## config.mk

```make
export PLATFORM = sky130hd
export DESIGN_NAME = stack_drain
export DESIGN_NICKNAME = d
export VERILOG_FILES = /design/src/rtl/stack_drain.sv
export SDC_FILE = /design/constraint.sdc
export NUM_CORES = 1
export LEC_CHECK = 0
export ABC_CLOCK_PERIOD_IN_PS = 3900
export CAP_MARGIN = 15
export CORE_MARGIN = 2
export CORE_UTILIZATION = 40
export DETAILED_ROUTE_END_ITERATION = 7
export GPL_TIMING_DRIVEN = 0
export HOLD_SLACK_MARGIN = 0.08
export PLACE_DENSITY = 0.65
export SYNTH_ARGS = -nofsm -noshare
export SYNTH_HDL_FRONTEND = slang
export SYNTH_SLANG_ARGS = --single-unit
```

## constraint.sdc

```tcl
create_clock -name clk_i -period 3.9 [get_ports clk_i]
set_input_delay 0.585 -clock clk_i [delete_from_list [all_inputs] [get_ports clk_i]]
set_output_delay 0.585 -clock clk_i [all_outputs]
set_load 0.05 [all_outputs]
```

## src/rtl/stack_drain.sv

```systemverilog
// Reader-side sequencer for the LIFO symbol stack: pops symbols one at a time,
// packs them into words and hands the words downstream over valid/ready.
module stack_drain #(
  parameter int DATA_WIDTH = 2,
  parameter int PACK       = 4,
  parameter int CNT_W      = 6
) (
  input  logic                       clk_i,
  input  logic                       rst_i,
  input  logic                       start_i,
  input  logic [CNT_W-1:0]           count_i,
  output logic                       busy_o,
  output logic                       done_o,
  output logic                       underrun_o,
  output logic                       stk_pop_o,
  input  logic [DATA_WIDTH-1:0]      stk_data_i,
  input  logic                       stk_empty_i,
  output logic [PACK*DATA_WIDTH-1:0] out_data_o,
  output logic [2:0]                 out_nsym_o,
  output logic                       out_last_o,
  output logic                       out_valid_o,
  input  logic                       out_ready_i
);

  typedef enum logic [1:0] {IDLE, POP, CAPTURE, EMIT} state_e;

  state_e                    state_q, state_d;
  logic [CNT_W-1:0]          rem_q, rem_d;
  logic                      countMode_q, countMode_d;
  logic [2:0]                nsym_q, nsym_d;
  logic [PACK*DATA_WIDTH-1:0] buf_q, buf_d;
  logic                      last_q, last_d;
  logic                      underrun_q, underrun_d;
  logic                      done_q, done_d;
  logic                      capLast;

  always_ff @(posedge clk_i) begin
    if (rst_i) begin
      state_q     <= IDLE;
      rem_q       <= '0;
      countMode_q <= 1'b0;
      nsym_q      <= '0;
      buf_q       <= '0;
      last_q      <= 1'b0;
      underrun_q  <= 1'b0;
      done_q      <= 1'b0;
    end else begin
      state_q     <= state_d;
      rem_q       <= rem_d;
      countMode_q <= countMode_d;
      nsym_q      <= nsym_d;
      buf_q       <= buf_d;
      last_q      <= last_d;
      underrun_q  <= underrun_d;
      done_q      <= done_d;
    end
  end

  always_comb begin
    state_d     = state_q;
    rem_d       = rem_q;
    countMode_d = countMode_q;
    nsym_d      = nsym_q;
    buf_d       = buf_q;
    last_d      = last_q;
    underrun_d  = underrun_q;
    done_d      = 1'b0;
    capLast     = 1'b0;

    case (state_q)
      IDLE: begin
        if (start_i) begin
          rem_d       = count_i;
          countMode_d = (count_i != '0);
          underrun_d  = 1'b0;
          nsym_d      = '0;
          buf_d       = '0;
          last_d      = 1'b0;
          state_d     = POP;
        end
      end

      POP: begin
        if (stk_empty_i) begin
          // Running dry in count mode always means fewer symbols than requested.
          if (countMode_q) underrun_d = 1'b1;
          if (nsym_q != 3'd0) begin
            last_d  = 1'b1;
            state_d = EMIT;
          end else begin
            done_d  = 1'b1;
            state_d = IDLE;
          end
        end else begin
          state_d = CAPTURE;
        end
      end

      CAPTURE: begin
        for (int i = 0; i < PACK; i++) begin
          if (nsym_q == 3'(i)) buf_d[i*DATA_WIDTH +: DATA_WIDTH] = stk_data_i;
        end
        nsym_d = nsym_q + 3'd1;
        if (countMode_q) rem_d = rem_q - CNT_W'(1);
        // The empty flag already reflects the pop that produced this symbol.
        capLast = (countMode_q && (rem_q == CNT_W'(1))) || stk_empty_i;
        last_d  = capLast;
        if (stk_empty_i && countMode_q && (rem_q > CNT_W'(1))) underrun_d = 1'b1;
        if (capLast || (nsym_d == 3'(PACK))) state_d = EMIT;
        else                                 state_d = POP;
      end

      EMIT: begin
        if (out_ready_i) begin
          buf_d  = '0;
          nsym_d = '0;
          if (last_q) begin
            last_d  = 1'b0;
            done_d  = 1'b1;
            state_d = IDLE;
          end else begin
            state_d = POP;
          end
        end
      end

      default: state_d = IDLE;
    endcase
  end

  assign busy_o      = (state_q != IDLE);
  assign done_o      = done_q;
  assign underrun_o  = underrun_q;
  assign stk_pop_o   = (state_q == POP) && !stk_empty_i;
  assign out_valid_o = (state_q == EMIT);
  assign out_data_o  = buf_q;
  assign out_nsym_o  = nsym_q;
  assign out_last_o  = last_q;

endmodule

```

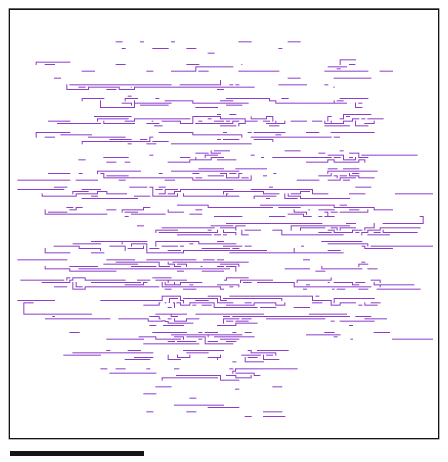
**Above:** the metal 1 layer.
Bar = 20 um.
wire length on this layer: 1770 um
main direction: horizontal
longest straight run: 22.6 um
nets with wire on the layer: 214
vias: 1403
drt total wl: 3.74 mm
met1 Use GR: 0.238

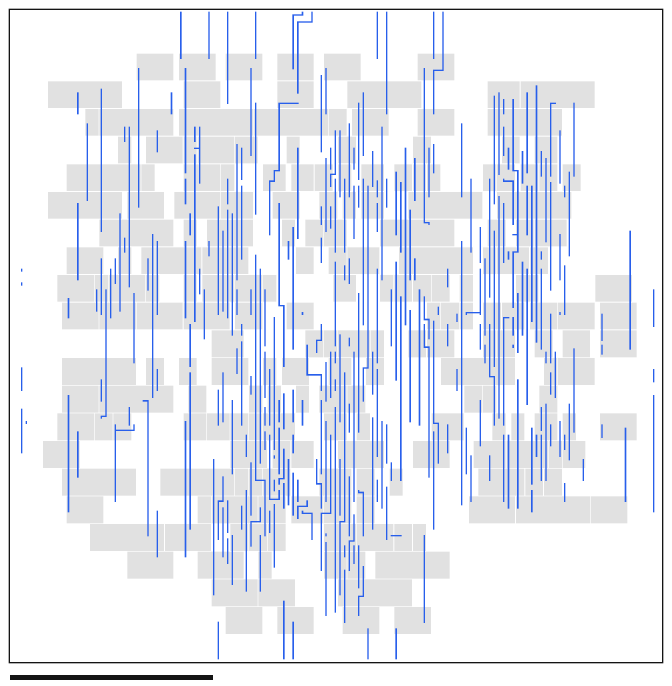
**Above:** M2 wires.
Bar = 20 um.
longest straight run: 25.8 um
nets with wire on the layer: 197
wire length on this layer: 1800 um
GRT met2 Usage: 0.342

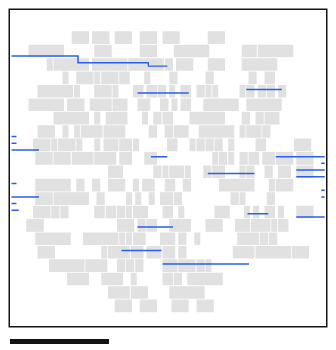
**Above:** met3 routing.
Bar = 20 um.
longest straight run: 17.2 um
share of all routed wire: 3.8%
nets with wire on the layer: 21
met3 Resource Use GR: 0.0352

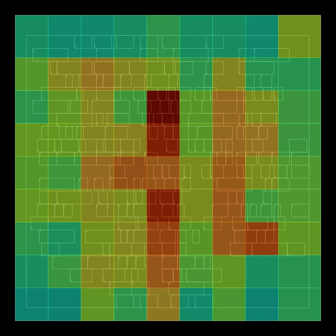
**Above:** routing congestion map.
drt wl/cell: 14.5 um
Top Usage Layer GRT: met2
Final Util: 0.537
GRT Total Usage: 0.194

==> out/metrics.cfg <==
[cells_and_area]
sh_comb_area = 0.492
nets = 239
inverters = 13
clk_share = 0.0151
syn2layout_area_growth_pct = 26.0

[die]
dieWidth_um = 64.1
ioPinCount = 30
core_sq_um = 3390
chip_area_sq_um = 4110

[hold_path]
hold_path.class = flop to flop

[global_route]
first_global_vias = 1444

[clocking]
clock_latency_ns = 0.31
cts_resized = 0
cts.sinks = 23

[synth]
ys_chip_area_sq_um = 1440
synth_area_sq_um = 1440
ys_ff = 23
ys_types = 41

[critical_path]
crit_path_top_delay_cell = clkdlybuf4s50_1
cp.depth = 4
critPathCaptureType = output port
r2r_cells = 7
arrival_ns = 2.11
crit_type = flop to output port
cp_top_family = buffers and inverters

[timing]
final_max_slew_viol_count = 0
setup_tns_ns = 0
rsz0062_at_grt = no
hold_viol_final = 0
relSlewSlack = 0.668
finClkSkew_ns = 0.0118

[pwr]
p_per_area_nw_per_um2 = 303
peakVddDrop_uv = 164

[place]
dp_hpwl_mm = 2.88
post-place-ws_ns = 1.22
io_buffer_count = 29

[run_status]
status = complete, no violations

[route]
dr.pass1.iters = 4

[Yosys cell counts]
cell type / instances / area share
nor3_2: 1 / 0.0069
nand2b_1: 2 / 0.0087
o21ai_0: 8 / 0.028
ha_1: 13 / 0.11
and3_1: 1 / 0.0043
clkbuf_1: 2 / 0.0052
and2_1: 2 / 0.0087
a311oi_1: 1 / 0.0061
dfxtp_1: 23 / 0.32
nand4_1: 3 / 0.013
nand3_1: 7 / 0.024
buf_2: 4 / 0.014
or4_1: 1 / 0.0052
nor3_1: 8 / 0.028
o211ai_1: 3 / 0.016
o2111ai_1: 2 / 0.012
o32ai_1: 1 / 0.0061
a21o_1: 2 / 0.010
a211oi_1: 2 / 0.010
and3b_1: 2 / 0.012
a2bb2oi_1: 1 / 0.0061
a21oi_1: 18 / 0.062
a222oi_1: 1 / 0.0069
a41o_1: 2 / 0.014
or2_1: 1 / 0.0043
buf_6: 1 / 0.0078
and2b_1: 1 / 0.0052
nor2b_2: 1 / 0.0061
a2111oi_0: 1 / 0.0061
or2_0: 1 / 0.0043
mux2i_1: 6 / 0.042
inv_1: 13 / 0.034
o211ai_2: 1 / 0.0087
a32oi_1: 1 / 0.0061
nor2b_1: 6 / 0.026
a211o_1: 2 / 0.012
nor2_1: 15 / 0.039
o31a_1: 1 / 0.0061
nand2_1: 15 / 0.039
or3_1: 2 / 0.0087
nand2b_2: 1 / 0.0061
[final timing paths]
check | from | to
worst min register to register | out_data_o[0] | out_data_o[0]
worst max-delay path | state_q[1] | stk_pop_o
worst max register to register | state_q[0] | state_q[1]
worst min-delay path | out_data_o[0] | out_data_o[0]
[state kept, by name, summed over array words and instances, names as in the netlist]
name / cells
done_o: 1
state_q: 2
underrun_o: 1
out_last_o: 1
out_nsym_o: 3
out_data_o: 8
countMode_q: 1
rem_q: 6
[cell families (layout without fill, tap and decap cells)]
| group | Yosys count | after routing | share of synthesized area |
|---|---|---|---|
| compound gates | 47 | 47 | 0.217 |
| flops | 23 | 23 | 0.319 |
| mux | 6 | 6 | 0.0416 |
| simple gates | 70 | 70 | 0.250 |
| fa+ha+maj | 13 | 13 | 0.113 |
| buf+inv | 20 | 53 | 0.0607 |
[metrics by stage]
step / std cells / hold slack, ns / util / total power [mW] / area, sq um
finish: 258 / 0.472 / 0.537 / 0.551 / 1820
global route: 258 / 0.504 / 0.537 / 0.586 / 1820
CTS: 258 / 0.477 / 0.537 / 0.553 / 1820
detailed placement: 254 / 0.458 / 0.529 / 0.440 / 1790
global placement: 254 / 0.447 / 0.529 / 0.436 / 1790
floorplan: 179 / 0.454 / - / 0.386 / 1440
[where the power goes]
part           internal (mW)  switching, mW  leakage (nW)
clock                 0.0383         0.0767        0.0177
combinational         0.0714          0.104         0.512
sequential             0.248         0.0125         0.187
total                  0.358          0.193         0.717
[per-layer routing]
layer | vias up | wire length [um] | GRT usage | part of all wire
met5 | - | 0 | 0 | 0
met4 | 0 | 28 | 0.0571 | 0.0075
met3 | 4 | 140 | 0.0352 | 0.037
met2 | 27 | 1800 | 0.342 | 0.48
met1 | 665 | 1770 | 0.238 | 0.47
li1 | 707 | - | - | -
No activity file was given, so power comes from the tool's default toggle rates.
